### src/rtl/alu_seq_pkg.sv
// Shared definitions for the alu_seq sequencer.
// Opcodes, FSM states, instruction field positions and field helpers.
package alu_seq_pkg;

    localparam int PC_W_DEF = 4;
    localparam int DATA_W   = 4;
    localparam int REG_AW   = 2;
    localparam int NREG     = 4;
    localparam int INSTR_W  = 8;

    localparam logic [1:0] OP_ADD  = 2'b00;
    localparam logic [1:0] OP_SUB  = 2'b01;
    localparam logic [1:0] OP_LDI  = 2'b10;
    localparam logic [1:0] OP_HALT = 2'b11;

    localparam int OP_HI  = 7;
    localparam int OP_LO  = 6;
    localparam int RD_HI  = 5;
    localparam int RD_LO  = 4;
    localparam int RS_HI  = 3;
    localparam int RS_LO  = 2;
    localparam int RT_HI  = 1;
    localparam int RT_LO  = 0;
    localparam int IMM_HI = 3;
    localparam int IMM_LO = 0;

    typedef enum logic [1:0] {
        S_FETCH = 2'b00,
        S_EXEC  = 2'b01,
        S_WB    = 2'b10,
        S_HALT  = 2'b11
    } state_e;

    function automatic logic [1:0] op_of(input logic [INSTR_W-1:0] w);
        return w[OP_HI:OP_LO];
    endfunction

    function automatic logic [REG_AW-1:0] rd_of(input logic [INSTR_W-1:0] w);
        return w[RD_HI:RD_LO];
    endfunction

    function automatic logic [REG_AW-1:0] rs_of(input logic [INSTR_W-1:0] w);
        return w[RS_HI:RS_LO];
    endfunction

    function automatic logic [REG_AW-1:0] rt_of(input logic [INSTR_W-1:0] w);
        return w[RT_HI:RT_LO];
    endfunction

    function automatic logic [DATA_W-1:0] imm_of(input logic [INSTR_W-1:0] w);
        return w[IMM_HI:IMM_LO];
    endfunction

endpackage

### src/rtl/alu_seq_regfile_4x4.sv
// 4-entry x 4-bit register file.
// Two operand read ports, one debug read port, one synchronous write port.
module regfile_4x4
    import alu_seq_pkg::*;
(
    input  logic              clk,
    input  logic              rst,
    input  logic              we_i,
    input  logic [REG_AW-1:0] waddr_i,
    input  logic [DATA_W-1:0] wdata_i,
    input  logic [REG_AW-1:0] ra_a_i,
    input  logic [REG_AW-1:0] ra_b_i,
    input  logic [REG_AW-1:0] dbg_sel_i,
    output logic [DATA_W-1:0] rd_a_o,
    output logic [DATA_W-1:0] rd_b_o,
    output logic [DATA_W-1:0] dbg_o
);

    logic [DATA_W-1:0] regs_q [NREG];

    // Register storage: cleared on reset, one write per cycle otherwise.
    always_ff @(posedge clk) begin
        if (rst) begin
            for (int i = 0; i < NREG; i++) begin
                regs_q[i] <= '0;
            end
        end else if (we_i) begin
            regs_q[waddr_i] <= wdata_i;
        end
    end

    assign rd_a_o = regs_q[ra_a_i];
    assign rd_b_o = regs_q[ra_b_i];
    assign dbg_o  = regs_q[dbg_sel_i];

endmodule

### src/rtl/alu_seq.sv
// Instruction sequencer for the 4-bit alu: fetch, operand drive, writeback.
// Holds the FSM, PC, IR and the registered ALU operands.
module alu_seq
    import alu_seq_pkg::*;
#(
    parameter int PC_W = PC_W_DEF
) (
    input  logic               clk,
    input  logic               rst,
    output logic [PC_W-1:0]    pc,
    output logic               instr_ready,
    input  logic               instr_valid,
    input  logic [INSTR_W-1:0] instr,
    output logic [DATA_W-1:0]  alu_a,
    output logic [DATA_W-1:0]  alu_b,
    output logic               alu_c,
    input  logic [DATA_W-1:0]  alu_d,
    output logic               halted,
    input  logic [REG_AW-1:0]  dbg_sel,
    output logic [DATA_W-1:0]  dbg_data
);

    state_e               state_q;
    logic [PC_W-1:0]      pc_q;
    logic [PC_W-1:0]      pc_d;
    logic [INSTR_W-1:0]   ir_q;
    logic [DATA_W-1:0]    a_q;
    logic [DATA_W-1:0]    b_q;
    logic                 c_q;
    logic                 halted_q;
    logic [DATA_W-1:0]    rs_data;
    logic [DATA_W-1:0]    rt_data;
    logic                 wb_we;
    logic [DATA_W-1:0]    wb_data;

    // PC wraps naturally at 2^PC_W.
    assign pc_d = pc_q + 1'b1;

    assign wb_we   = (state_q == S_WB);
    assign wb_data = (op_of(ir_q) == OP_LDI) ? imm_of(ir_q) : alu_d;

    regfile_4x4 u_rf (
        .clk       (clk),
        .rst       (rst),
        .we_i      (wb_we),
        .waddr_i   (rd_of(ir_q)),
        .wdata_i   (wb_data),
        .ra_a_i    (rs_of(ir_q)),
        .ra_b_i    (rt_of(ir_q)),
        .dbg_sel_i (dbg_sel),
        .rd_a_o    (rs_data),
        .rd_b_o    (rt_data),
        .dbg_o     (dbg_data)
    );

    // Control FSM: fetch handshake, operand capture, PC advance, halt.
    always_ff @(posedge clk) begin
        if (rst) begin
            state_q  <= S_FETCH;
            pc_q     <= '0;
            ir_q     <= '0;
            a_q      <= '0;
            b_q      <= '0;
            c_q      <= 1'b0;
            halted_q <= 1'b0;
        end else begin
            unique case (state_q)
                S_FETCH: begin
                    if (instr_valid) begin
                        ir_q <= instr;
                        unique case (op_of(instr))
                            OP_ADD, OP_SUB: state_q <= S_EXEC;
                            OP_LDI:         state_q <= S_WB;
                            OP_HALT: begin
                                state_q  <= S_HALT;
                                halted_q <= 1'b1;
                            end
                        endcase
                    end
                end
                S_EXEC: begin
                    a_q     <= rs_data;
                    b_q     <= rt_data;
                    c_q     <= ir_q[OP_LO];
                    state_q <= S_WB;
                end
                S_WB: begin
                    pc_q    <= pc_d;
                    state_q <= S_FETCH;
                end
                S_HALT: begin
                    state_q <= S_HALT;
                end
            endcase
        end
    end

    // Ready only in FETCH, and never while reset is being applied.
    assign instr_ready = (state_q == S_FETCH) && !rst;

    assign pc     = pc_q;
    assign alu_a  = a_q;
    assign alu_b  = b_q;
    assign alu_c  = c_q;
    assign halted = halted_q;

endmodule

### config.mk
export PLATFORM = sky130hd
export DESIGN_NAME = alu_seq
export DESIGN_NICKNAME = d
export VERILOG_FILES = /design/src/rtl/alu_seq_pkg.sv /design/src/rtl/alu_seq_regfile_4x4.sv /design/src/rtl/alu_seq.sv
export SDC_FILE = /design/constraint.sdc
export NUM_CORES = 1
export LEC_CHECK = 0
export CORE_MARGIN = 3
export CORE_UTILIZATION = 35
export DETAILED_ROUTE_END_ITERATION = 16
export SLEW_MARGIN = 20
export SYNTH_ARGS = -nofsm -noshare
export SYNTH_HDL_FRONTEND = slang
export SYNTH_SLANG_ARGS = --single-unit
### constraint.sdc
create_clock -name clk -period 1.45 [get_ports clk]
set_input_delay 0.2175 -clock clk [delete_from_list [all_inputs] [get_ports clk]]
set_output_delay 0.2175 -clock clk [all_outputs]
set_load 0.02 [all_outputs]
Fig. 1: run 1, clock distribution
Scale: 4 px per um.
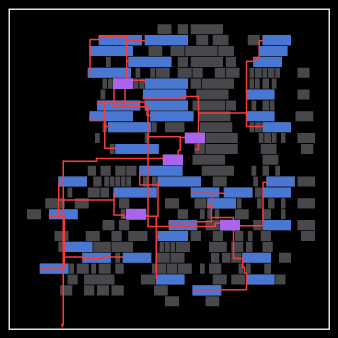
[clock wires] red | length: 505 um
[cells driving clock nets] purple | count: 5
[flip-flops] blue | count: 40
routed clock nets	6

Fig. 2: run 1, track usage over the die
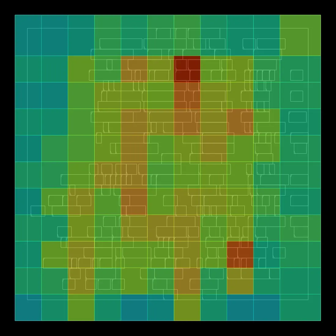
GRT Total Usage: 13.41%
GR peak layer: met2
met2 Track Usage GR: 22.37%
GR met1 Demand/Resource: 16.17%
final core occ: 48.28%

Fig. 3: run 1, the metal 3 layer
Scale: 6 px per um. Cells faint in the background.
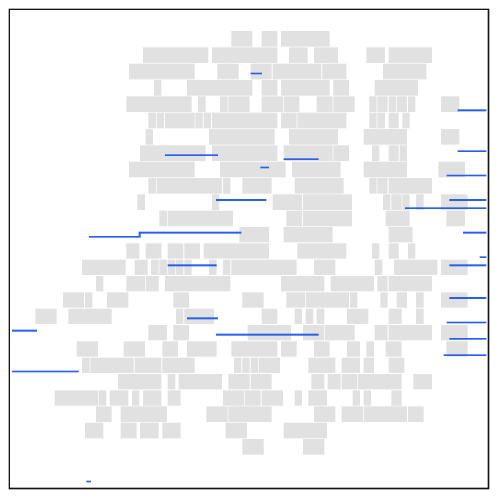
longest straight run	16.8 um
nets with wire on the layer	19

Fig. 4: run 1, port wiring
Scale: 3 px per um.
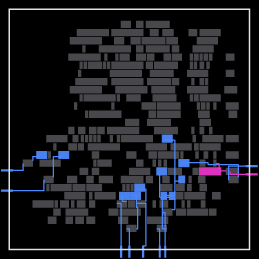
port	colour	direction	edge	end cells	buffers	wire
`instr`	blue	input	5 bottom, 2 left, 1 right	11	8	211 um
`alu_c`	magenta	output	right	1	1	12.3 um

==> results.cfg, run 1 <==
; generated from flow reports
[cells_and_area]
clock_buffers = 6
diodes = 0
nNonClkInverters = 1
comb_share_pct = 34.87
design_area_um2 = 2497
buf_share_pct = 19.59
n_fill_cell = 479
num-multi-input-gates = 113

[power_and_ir_drop]
ir_drop_mv = 0.3045
p_int_w = 0.001788
leakage_nw = 1.095
p_comb_share_pct = 17.2
power_w = 0.002405

[cts]
clk_pin_slew_ns = 0.08
cts_htree_levels = 2

[timing]
setup_viol = 4
setup_ws_ns = -0.1248
fmaxAchievable_ghz = 0.6350

[detailed_routing]
firstDrtPassIters = 4
wl_per_cell_um = 13.36
wl_um = 3808
drt_iter0_drc = 82

[die]
die_w_um = 79.62
ios = 36

[worst_setup_path]
cp_num_buf_inv = 1
reg2reg_to = u_rf.regs_q[0][3]
r2r_cells = 3
crit_chain = mux4_2, buf_6

[status]
failed_checks = negative setup slack
status = complete, but fails checks

[placement]
dp_hpwl_um = 3007
portBuffers = 35

[synthesis]
syn_avg_cell_area_um2 = 11.43
yosysCellCount = 166
common_cells = nor2_1 (31), dfxtp_1 (24), nand2_1 (22)

[hold_path]
holdCritStartpoint = alu_b[2]

[global_routing]
antenna_found_initial = 0
grt_use_met3_pct = 3.725
==> inputs of run 2 (changes only) <==
--- a/config.mk
+++ b/config.mk
@@ -5,6 +5,7 @@
 export SDC_FILE = /design/constraint.sdc
 export NUM_CORES = 1
 export LEC_CHECK = 0
+export ABC_CLOCK_PERIOD_IN_PS = 1450
 export CORE_MARGIN = 3
 export CORE_UTILIZATION = 35
 export DETAILED_ROUTE_END_ITERATION = 16
Fig. 5: run 2, the metal 3 layer
Scale: 6 px per um. Cells faint in the background.
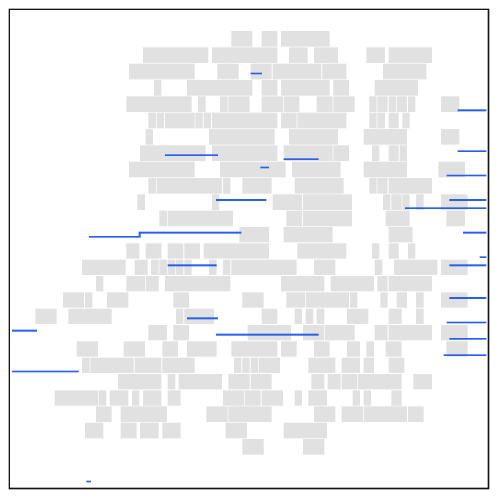
main direction	horizontal
longest straight run	16.8 um
wire length on this layer	164 um
nets with wire on the layer	19
share of all routed wire	4.3%

==> run 2 against run 1 <==
Effect of this change: the flow still finishes with violations (negative setup slack); clock power is essentially flat; sequential share of layout area is the same; clock skew is the same; global-route usage is the same; cell count is the same; setup slack is the same; critical endpoint unchanged.
==> results.cfg, run 2 <==
; generated from flow reports
[cells_and_area]
clock_buffers = 6
nNonClkInverters = 1
buf_share_pct = 19.59
design_area_um2 = 2497
final_common_cell = nor2_1
num-multi-input-gates = 113
drive_gt1_share_pct = 22.33
stdcell_count = 285
comb_share_pct = 34.87
utilization_pct = 48.28
diodes = 0
layout_top_cells = nor2_1 (31), dfxtp_1 (23), nand2_1 (22), buf_4 (18), edfxtp_1 (16)
n_fill_cell = 479

[detailed_routing]
met1_length_um = 1609
wl_um = 3808
avgViaCountPerCell = 4.744
wl_per_cell_um = 13.36
drt_iter0_drc = 82
firstDrtPassIters = 4
route.met2.wl_um = 1949

[timing]
setup_ws_ns = -0.1248
slew_viol_final = 0
setup_viol = 4
hold_ws_ns = 0.4552
period_used_pct = 108.6
fin_skew_ns = 0.007273
fmaxAchievable_ghz = 0.6350

[worst_setup_path]
reg2reg_to = u_rf.regs_q[0][3]
crit_chain = mux4_2, buf_6
cp-startpoint = u_rf.regs_q[3][1]
r2r_cells = 3
crit_family = multiplexers
cp.depth = 2
cp_num_buf_inv = 1
worstSetupPathType = reg -> out
required_ns = 1.23
crit_fanout = 3
cpPeakStageDelay_ns = 0.50

[placement]
portBuffers = 35
dp_hpwl_um = 3007
placed_cell_area_um2 = 2365

[synthesis]
ys_types = 30
topCellsByArea = dfxtp_1 (25%), edfxtp_1 (25%), mux4_2 (14%)
yosysCellCount = 166
simple_gate_share_pct = 17.15
ys_sh_aoi_pct = 4.947
syn_area_um2 = 1897
common_cells = nor2_1 (31), dfxtp_1 (24), nand2_1 (22)
syn_avg_cell_area_um2 = 11.43

[global_routing]
met1_usage_pct = 16.17
grt_use_met3_pct = 3.725
grt_usage_pct = 13.41
antenna_found_initial = 0
gr-usage-met2_pct = 22.37
grt.busiest_layer = met2
grt_pass1_wl_um = 6444

[status]
status = complete, but fails checks
failed_checks = negative setup slack

[cts]
cts_setup_buffers = 3
worstSkewPairLatency_ns = 0.29
clock_path_buffers = 2
cts_htree_levels = 2
clk_pin_slew_ns = 0.08

[power_and_ir_drop]
maxPowerGroup = registers
power_w = 0.002405
p_int_w = 0.001788
power_frac_clock_pct = 29.6
p_comb_share_pct = 17.2
leakage_nw = 1.095
p_seq_share_pct = 53.1
ir_drop_mv = 0.3045

[flow_run]
warnings = 28

[die]
row_count = 26
ios = 36
die_w_um = 79.62

[hold_path]
hp-class = reg -> reg
holdCritStartpoint = alu_b[2]
==> inputs of run 3 (changes only) <==
--- a/config.mk
+++ b/config.mk
@@ -9,6 +9,7 @@
 export CORE_MARGIN = 3
 export CORE_UTILIZATION = 35
 export DETAILED_ROUTE_END_ITERATION = 16
+export PLACE_DENSITY = 0.68
 export SLEW_MARGIN = 20
 export SYNTH_ARGS = -nofsm -noshare
 export SYNTH_HDL_FRONTEND = slang
Fig. 6: run 3, cell area per tile
Scale: 4 px per um. The die is cut into 8 by 8 equal tiles; dark blue is low, red is high, 0 to 100% covered.
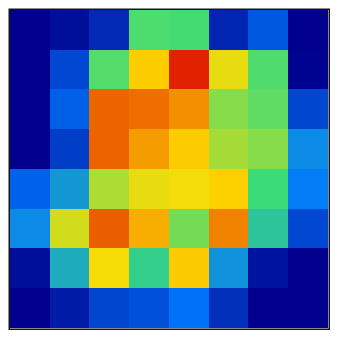
densest ninth of the die	middle
tiles over 75% full	20%
nearly empty tiles	16%
mean over tiles	40%
fullest tile	96%

==> run 3 against run 2 <==
Effect of this change: the run still ends with negative setup slack left; sequential power barely moved; via count rose by 3.3%; design area rose by 4.9%; clock skew fell by 0.0058 ns; setup slack got worse by 0.019 ns; hold slack got worse by 0.0029 ns; critical path type unchanged.
==> results.cfg, run 3 <==
; generated from flow reports
[global_routing]
antenna_found_initial = 0
gr-usage-met2_pct = 23.29
grt_use_met3_pct = 3.386
grt_usage_pct = 13.89
met1_usage_pct = 16.39
grt_pass1_wl_um = 6617
grt.busiest_layer = met2

[worst_setup_path]
crit_family = multiplexers
cp.depth = 2
r2r_start = u_rf.regs_q[2][3]
worstSetupPathType = reg -> out
crit_fanout = 2
cp_num_buf_inv = 1
crit_chain = mux4_2, buf_2
r2r_cells = 6
crit_slowest_cell = mux4_2
cpPeakStageDelay_ns = 0.49
reg2reg_to = alu_a[3]
required_ns = 1.23
cp-startpoint = u_rf.regs_q[3][0]

[timing]
slew_viol_final = 0
fmaxAchievable_ghz = 0.6274
fin_skew_ns = 0.001446
hold_ws_ns = 0.4523
period_used_pct = 109.9
relSlewSlack_pct = 75.93
setup_ws_ns = -0.1438
hold_viol = 0
setup_viol = 6

[detailed_routing]
wl_per_cell_um = 12.89
drc_errors = 0
avgViaCountPerCell = 4.592
met1_length_um = 1709
wl_um = 3918
route.met2.wl_um = 1992
drt_iter0_drc = 79

[cts]
worstSkewPairLatency_ns = 0.30
cts_setup_buffers = 5
clock_path_buffers = 2
cts_htree_levels = 2
clk_pin_slew_ns = 0.07

[power_and_ir_drop]
p_int_w = 0.001815
p_comb_share_pct = 18.6
power.density_nw_per_um2 = 936.2
leakage_nw = 1.118
power_frac_clock_pct = 29.4
maxPowerGroup = registers
ir_drop_mv = 0.3743
p_seq_share_pct = 52.0
p_sw_share_pct = 25.99
power_w = 0.002453

[die]
ios = 36
die_w_um = 79.62
row_count = 26
die_h_um = 79.62

[cells_and_area]
num-multi-input-gates = 113
fin_nets = 251
buf_share_pct = 23.02
design_area_um2 = 2620
stdcell_count = 304
utilization_pct = 50.65
final_common_cell = buf_4
nNonClkInverters = 1
diodes = 0
clock_buffers = 5
layout_top_cells = buf_4 (37), nor2_1 (31), dfxtp_1 (24), nand2_1 (22), edfxtp_1 (16)
drive_gt1_share_pct = 29.49
n_fill_cell = 464
comb_share_pct = 33.48

[synthesis]
topCellsByArea = dfxtp_1 (25%), edfxtp_1 (25%), mux4_2 (14%)
edf_count = 16
syn_area_um2 = 1897
syn_nets = 184
simple_gate_share_pct = 17.15
synthCells = 166
synth.most_common_cell = nor2_1
common_cells = nor2_1 (31), dfxtp_1 (24), nand2_1 (22)
ys_sh_aoi_pct = 4.947
yosysCellCount = 166
ys_types = 30
syn_avg_cell_area_um2 = 11.43

[placement]
portBuffers = 35
placed_cell_area_um2 = 2477
dp_hpwl_um = 3017

[status]
status = complete, but fails checks
failed_checks = negative setup slack

[hold_path]
hp-class = reg -> reg
holdCritStartpoint = alu_b[3]
holdPathStages = 2

[flow_run]
warnings = 28
Power figures rest on the tool's default switching activity, not on a simulated workload.
